[src/rtl/crc_channel_arbiter.sv]
// Round-robin, whole-transaction arbiter sharing one CRC generator between NUM_CH channels.
// Steers the owner's message stream and out-pause into the generator and routes parity back.
module crc_channel_arbiter #(
   parameter int NUM_CH     = 4,
   parameter int CH_BITS    = 2,
   parameter int DATA_WIDTH = 32
) (
   input  logic                         i_clk,
   input  logic                         i_RESET,
   input  logic [NUM_CH-1:0]            i_ch_request,
   input  logic [NUM_CH-1:0]            i_ch_message_valid,
   input  logic [NUM_CH*DATA_WIDTH-1:0] i_ch_message,
   input  logic [NUM_CH-1:0]            i_ch_out_pause,
   output logic [NUM_CH-1:0]            o_ch_grant,
   output logic [NUM_CH-1:0]            o_ch_parity_strobe,
   output logic [NUM_CH-1:0]            o_ch_parity_start,
   output logic [NUM_CH-1:0]            o_ch_done,
   output logic [DATA_WIDTH-1:0]        o_parity_out,
   output logic [CH_BITS-1:0]           o_grant_index,
   output logic                         o_execute_crc_gen,
   output logic                         o_message_valid,
   output logic [DATA_WIDTH-1:0]        o_message,
   output logic                         o_out_pause,
   input  logic                         i_crc_available,
   input  logic                         i_crc_gen_complete,
   input  logic                         i_parity_out_strobe,
   input  logic                         i_parity_out_start,
   input  logic                         i_parity_out_complete,
   input  logic [DATA_WIDTH-1:0]        i_parity_out
);
   typedef enum logic [1:0] {S_IDLE, S_GRANT, S_BUSY, S_RELEASE} state_t;

   localparam logic [NUM_CH-1:0] ONE_HOT0 = {{(NUM_CH-1){1'b0}}, 1'b1};

   state_t             r_state;
   state_t             w_next_state;
   logic [NUM_CH-1:0]  r_grant;
   logic [NUM_CH-1:0]  r_done;
   logic [CH_BITS-1:0] r_grant_index;
   logic [CH_BITS-1:0] r_last_winner;
   logic [CH_BITS-1:0] w_winner;
   logic [CH_BITS-1:0] w_cand;
   logic               w_found;
   logic               w_arbitrate;
   logic               w_busy;
   logic               r_seen_complete;

   // Search starts one past the last winner so every requester is served in turn.
   always_comb begin
      w_winner = '0;
      w_found  = 1'b0;
      w_cand   = '0;
      for (int k = 1; k <= NUM_CH; k++) begin
         w_cand = CH_BITS'((int'(r_last_winner) + k) % NUM_CH);
         if (!w_found && i_ch_request[w_cand]) begin
            w_found  = 1'b1;
            w_winner = w_cand;
         end
      end
   end

   assign w_arbitrate = w_found && i_crc_available;
   assign w_busy      = (r_state == S_BUSY);

   always_comb begin
      w_next_state = r_state;
      case (r_state)
         S_IDLE:    if (w_arbitrate) w_next_state = S_GRANT;
         S_GRANT:   w_next_state = S_BUSY;
         S_BUSY:    if (i_parity_out_complete) w_next_state = S_RELEASE;
         S_RELEASE: if (|r_done) w_next_state = S_IDLE;
         default:   w_next_state = S_IDLE;
      endcase
   end

   always_ff @(posedge i_clk) begin
      if (i_RESET) begin
         r_state         <= S_IDLE;
         r_grant         <= '0;
         r_grant_index   <= '0;
         r_last_winner   <= CH_BITS'(NUM_CH - 1);
         r_done          <= '0;
         r_seen_complete <= 1'b0;
      end else begin
         r_state <= w_next_state;
         r_done  <= '0;
         case (r_state)
            S_IDLE: begin
               r_seen_complete <= 1'b0;
               if (w_arbitrate) begin
                  r_grant       <= ONE_HOT0 << w_winner;
                  r_grant_index <= w_winner;
               end
            end
            S_BUSY: begin
               if (i_crc_gen_complete) r_seen_complete <= 1'b1;
            end
            S_RELEASE: begin
               // Done is a registered pulse; ownership is dropped on the edge after it.
               if (|r_done) begin
                  r_grant       <= '0;
                  r_grant_index <= '0;
               end else if (i_crc_available) begin
                  r_done        <= r_grant;
                  r_last_winner <= r_grant_index;
               end
            end
            default: ;
         endcase
      end
   end

   // A legal generator reports crc_gen_complete before parity completes; release does not wait on it.
   always_ff @(posedge i_clk) begin
      if (!i_RESET && w_busy && i_parity_out_complete)
         assert (r_seen_complete || i_crc_gen_complete);
   end

   always_comb begin
      o_message_valid    = 1'b0;
      o_message          = '0;
      o_out_pause        = 1'b0;
      o_ch_parity_strobe = '0;
      o_ch_parity_start  = '0;
      o_parity_out       = '0;
      if (w_busy) begin
         for (int k = 0; k < NUM_CH; k++) begin
            if (r_grant[k]) begin
               o_message_valid = i_ch_message_valid[k];
               o_message       = i_ch_message[k*DATA_WIDTH +: DATA_WIDTH];
               o_out_pause     = i_ch_out_pause[k];
            end
         end
         o_ch_parity_strobe = r_grant & {NUM_CH{i_parity_out_strobe}};
         o_ch_parity_start  = r_grant & {NUM_CH{i_parity_out_start}};
         if (i_parity_out_strobe) o_parity_out = i_parity_out;
      end
   end

   assign o_ch_grant        = r_grant;
   assign o_grant_index     = r_grant_index;
   assign o_ch_done         = r_done;
   assign o_execute_crc_gen = w_busy;

endmodule

[config.mk]
export PLATFORM = sky130hd
export DESIGN_NAME = crc_channel_arbiter
export DESIGN_NICKNAME = d
export VERILOG_FILES = /design/src/rtl/crc_channel_arbiter.sv
export SDC_FILE = /design/constraint.sdc
export NUM_CORES = 1
export LEC_CHECK = 0
export CAP_MARGIN = 25
export CORE_AREA = 3 3 103 105
export DETAILED_ROUTE_END_ITERATION = 10
export DIE_AREA = 0 0 106 108
export PLACE_DENSITY_LB_ADDON = 0.2
export SLEW_MARGIN = 0
export SYNTH_ARGS = -nofsm -noshare
export SYNTH_HDL_FRONTEND = slang
export SYNTH_SLANG_ARGS = --single-unit
[constraint.sdc]
create_clock -name i_clk -period 1.72 [get_ports i_clk]
set_input_delay 0.344 -clock i_clk [delete_from_list [all_inputs] [get_ports i_clk]]
set_output_delay 0.344 -clock i_clk [all_outputs]
set_load 0.01 [all_outputs]
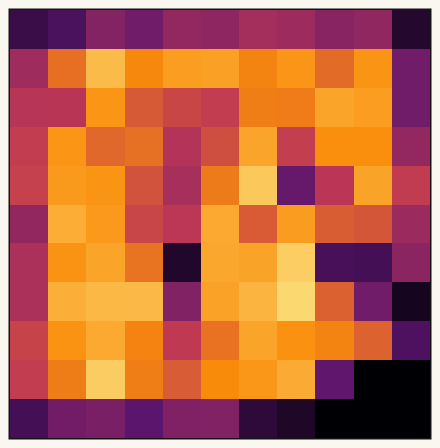
run_1/density.png
The die is cut into 11 by 11 equal tiles; black is low, pale yellow is high, 0 to 100% covered.
mean over tiles: 55%
emptiest ninth of the die: lower right
fullest tile: 91%
nearly empty tiles: 4.1%
tiles over 75% full: 31%

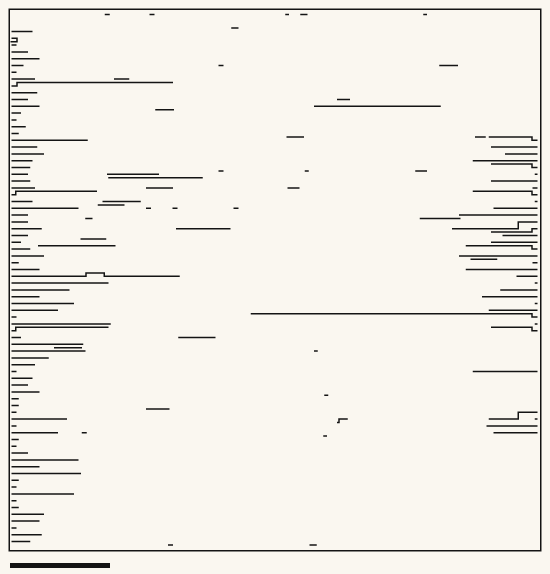
run_1/met3.png
Scale bar: 20 µm.
share of all routed wire: 6.5%
longest straight run: 56.1 µm
main direction: horizontal
nets with wire on the layer: 135

==> results.txt, run 1 <==
Implementation summary

The run finished, with violations left. The final reports fail on setup timing. Power comes to 4832 µW. In this design, the largest share of critical-path delay is due to AND-OR/OR-AND gates. The relative slew slack is 69.22%. TritonCTS reports the number of clock sinks as 14.

The report lists the power per cell area as ~750 mW/mm². The met1 routed wirelength after detailed routing is 5.677 mm. Relative to the synthesized area, the layout overhead comes to 182.8%. The report lists the number of standard-cell rows as 36. The wire length of the first global-routing pass is 21.84 mm. The final number of max-transition violations is 0. Across all layers, the routed design uses about 3,800 vias. The stage-log warning count is 33.

The synthesized netlist devotes 0% of its cell area to XOR and XNOR gates. The slowest cell on the critical path is dfxtp_2. The largest net degree at the start of global routing is 26.

0 antenna diodes ended up in the layout. Once layout is complete, the cells apart from fillers number between 700 and 800. The final timing report gives a worst setup slack of -0.3369 ns. Summing the areas of all fa, ha and maj instances in the mapped netlist gives roughly 2.2% of the synthesized area.

Looking at the global route congestion table, the highest-usage layer is met2. The number of buffers inserted by hold repair at cts is 0. The number of optimization iterations in the first detailed-route pass is 5. The instance count along the most critical hold path is 2. The routed via count divided by cell count is between 4 and 5. The HPWL after detailed placement is 10.36 mm.

The flow reports that sequential cells draw slightly below 9% of the design power. The total overflow reported by the global router is 0. The type of the setup path with the least slack is register to primary output. The setup violation total in the final timing report is 58. Max-cap violations in this run came to 0.
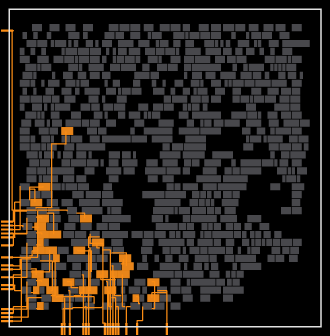
run_1/port_nets.png
| port | colour | bits | direction | end cells | buffers | wire |
|---|---|---|---|---|---|---|
| `i_parity_out` | orange | 32 | input | 32 | 32 | 782 µm |

==> run 1 -> run 2 <==
--- a/config.mk
+++ b/config.mk
@@ -5,10 +5,11 @@
 export SDC_FILE = /design/constraint.sdc
 export NUM_CORES = 1
 export LEC_CHECK = 0
+export ABC_AREA = 1
 export CAP_MARGIN = 25
-export CORE_AREA = 3 3 103 105
+export CORE_AREA = 3 3 102 104
 export DETAILED_ROUTE_END_ITERATION = 10
-export DIE_AREA = 0 0 106 108
+export DIE_AREA = 0 0 105 107
 export PLACE_DENSITY_LB_ADDON = 0.2
 export SLEW_MARGIN = 0
 export SYNTH_ARGS = -nofsm -noshare
==> run 2 against run 1 <==
Compared with the run above:
- the flow still finishes with violations (setup timing)
- highest routed layer is now met4
- sequential power is 4% higher
- via count grew 6.3%
- combinational power down 7.8%
- sequential share of layout area up 0.20 points
- flip-flop count is the same
- largest power group unchanged
- largest cell class unchanged
==> results.txt, run 2 <==
Implementation summary

The number of clock sinks is 14 (unchanged). The met1 routed wirelength after detailed routing is 6.827 mm (was 5.677 mm). The final instance count without filler cells was 831 (was 772). The wire length of the first global-routing pass is 22.62 mm (was 21.84 mm). The stage-log warning count came to 33 (unchanged).

The overall power consumption is 4538 µW (was 4832 µW). The setup violation total in the final timing report is 70 (was 58). The routed wire length on met3 is 1.500 mm (was 961 µm). The most used routing layer in global routing is met2 (unchanged). The sequential cell area fraction in the yosys report came to 12.63% (was 12.32%). The placed cell count is 795 (was 732). The actual transition at the worst max-transition pin came to 0.3820 ns (was 0.4501 ns). The areal power density over the cells is 732.6 mW/mm² (was 751.1 mW/mm²). The largest net degree at the start of global routing is 54 (was 26). The final instance area is 0.006195 mm² (was 0.006434 mm²). The relative slew slack is 74.30% (was 69.22%).

The starting density of the core is 23.01% (was 23.38%). The critical path's top delay family was buffers and inverters (was AND-OR/OR-AND gates). The number of buffers inserted by hold repair at cts is 0 (unchanged). The number of optimization iterations in the first detailed-route pass is 5 (unchanged). The count of inserted antenna diode cells is 0 (unchanged). The relative area of clock buffers and inverters in the final design is 0.8887% (was 0.8557%). The fraction of layout instances using a drive strength above 1 is 37.82% (was 43.66%). The flip-flop cell with the highest count after synthesis is dfxtp_1 (unchanged). The type of the setup path with the least slack is register to primary output (unchanged). The xor and xnor area share after synthesis is 0% (unchanged). The CTS tree is built (unchanged). The number of vias after detailed routing is 4,070 (was 3,830). The instance count along the most critical hold path is 2 (unchanged). The total overflow reported by the global router is 0 (unchanged). The number of placement rows is 36 (unchanged).

The slowest cell on the critical path is dfxtp_4 (was dfxtp_2). The slack of the worst reg-to-reg path is 0.12 ns (was -0.07 ns). Status: finished with violations (unchanged).

The routed via count divided by cell count is 4.898 (was 4.961). Failing checks: setup timing (unchanged). The final number of max-transition violations is 0 (unchanged). The signed area change from the synthesized netlist to the final layout was 179.2% (was 182.8%). The final worst slack is -0.2484 ns (was -0.3369 ns).
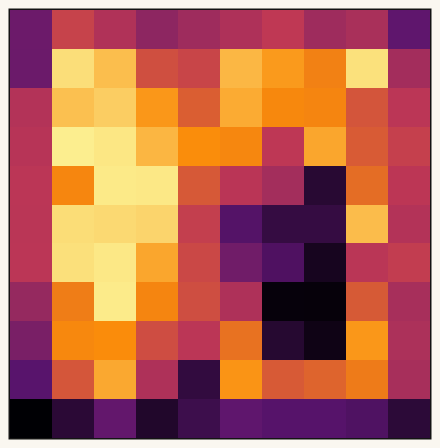
run_2/density.png
The die is cut into 10 by 11 equal tiles; black is low, pale yellow is high, 0 to 100% covered.
fullest tile: 96%
nearly empty tiles: 2.7%
mean over tiles: 54%
densest ninth of the die: middle left
tiles over 75% full: 26%

==> run 2 -> run 3 <==
--- a/config.mk
+++ b/config.mk
@@ -11,6 +11,7 @@
 export DETAILED_ROUTE_END_ITERATION = 10
 export DIE_AREA = 0 0 105 107
 export PLACE_DENSITY_LB_ADDON = 0.2
+export REMOVE_ABC_BUFFERS = 1
 export SLEW_MARGIN = 0
 export SYNTH_ARGS = -nofsm -noshare
 export SYNTH_HDL_FRONTEND = slang
==> constraint.sdc (replaced) <==
create_clock -name i_clk -period 1.72 [get_ports i_clk]
set_input_delay 0.172 -clock i_clk [delete_from_list [all_inputs] [get_ports i_clk]]
set_output_delay 0.172 -clock i_clk [all_outputs]
set_load 0.01 [all_outputs]
==> run 3 against run 2 <==
Compared with the run above:
- the run still ends with setup timing left
- sequential power decreased by 3%
- die area unchanged
- core utilization decreased by 9.3 points
- cell area decreased by 15%
- first-iteration DRC count decreased by 12%
- sequential share of layout area increased by 0.73 points
- non-clock buffer count decreased by 13
- via count decreased by 6.5%
- clock power decreased by 6.5%
- flip-flop count unchanged
- synthesized cell count unchanged
==> results.txt, run 3 <==
Implementation summary

The number of max-capacitance violations reported is 0 (unchanged). The fraction of cell area in non-clock buffers is 53.53% (was 53.04%). The final instance count without filler cells is 818 (was 831).

The stage-log warning count is 31 (was 33). The routed via count divided by cell count is 4.654 (was 4.898). The starting density of the core came to 23.01% (unchanged).

The final number of max-transition violations is 0 (unchanged). Failing checks: setup timing (unchanged). The instance count along the most critical hold path is 2 (unchanged). The relative area of clock buffers and inverters in the final design is 1.039% (was 0.8887%). The number of clock sinks is 14 (unchanged). The synthesized chip area reported by yosys is 0.002218 mm² (unchanged). The routed wire length on met3 is 941 µm (was 1.500 mm). The largest net degree at the start of global routing is 35 (was 54).

The slowest cell on the critical path is dfxtp_2 (was dfxtp_4). The count of inserted antenna diode cells came to 0 (unchanged). The placed cell count is 801 (was 795). The number of vias after detailed routing is 3,807 (was 4,070). The part of the total power dissipated in sequential elements is 11.2% (was 9.7%).

The actual transition at the worst max-transition pin is 0.3172 ns (was 0.3820 ns). The signed area change from the synthesized netlist to the final layout is 138.7% (was 179.2%). The relative slew slack was 78.66% (was 74.30%). The number of buffers inserted by hold repair at cts came to 0 (unchanged). The xor and xnor area share after synthesis is 0% (unchanged). The reported combinational group power is 3090 µW (was 3760 µW). The setup violation total in the final timing report is 2 (was 70). The flip-flop cell with the highest count after synthesis is dfxtp_1 (unchanged).

The overall power consumption came to 3831 µW (was 4538 µW). The slack of the worst reg-to-reg path came to 0.13 ns (was 0.12 ns). The sequential cell area fraction in the yosys report was 12.63% (unchanged). The areal power density over the cells is 723.3 mW/mm² (was 732.6 mW/mm²).

The type of the setup path with the least slack is register to primary output (unchanged). The wire length of the first global-routing pass was 20.36 mm (was 22.62 mm). The CTS tree is built (unchanged).

The HPWL after detailed placement is 10.94 mm (was 11.46 mm). The critical path's top delay family is buffers and inverters (unchanged). The number of placement rows is 36 (unchanged).

Status: finished with violations (unchanged). The final worst slack is -0.02085 ns (was -0.2484 ns). The synthesized-area fraction occupied by adder cells is 2.256% (unchanged). The number of optimization iterations in the first detailed-route pass is 4 (was 5).

The met1 routed wirelength after detailed routing is 5.537 mm (was 6.827 mm). The most used routing layer in global routing is met2 (unchanged). The total overflow reported by the global router is 0 (unchanged).
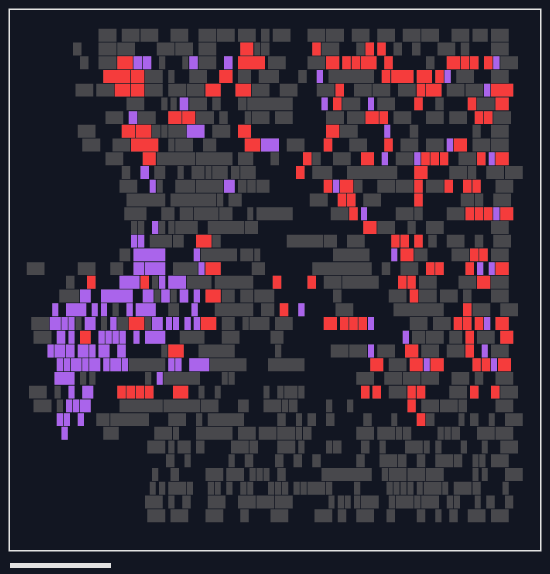
run_3/gate_families.png
Scale bar: 20 µm.
| family | colour | cells |
|---|---|---|
| inverting AOI/OAI gates | red | 132 |
| NAND gates | purple | 107 |

Power is estimated from default activity; no workload was simulated.
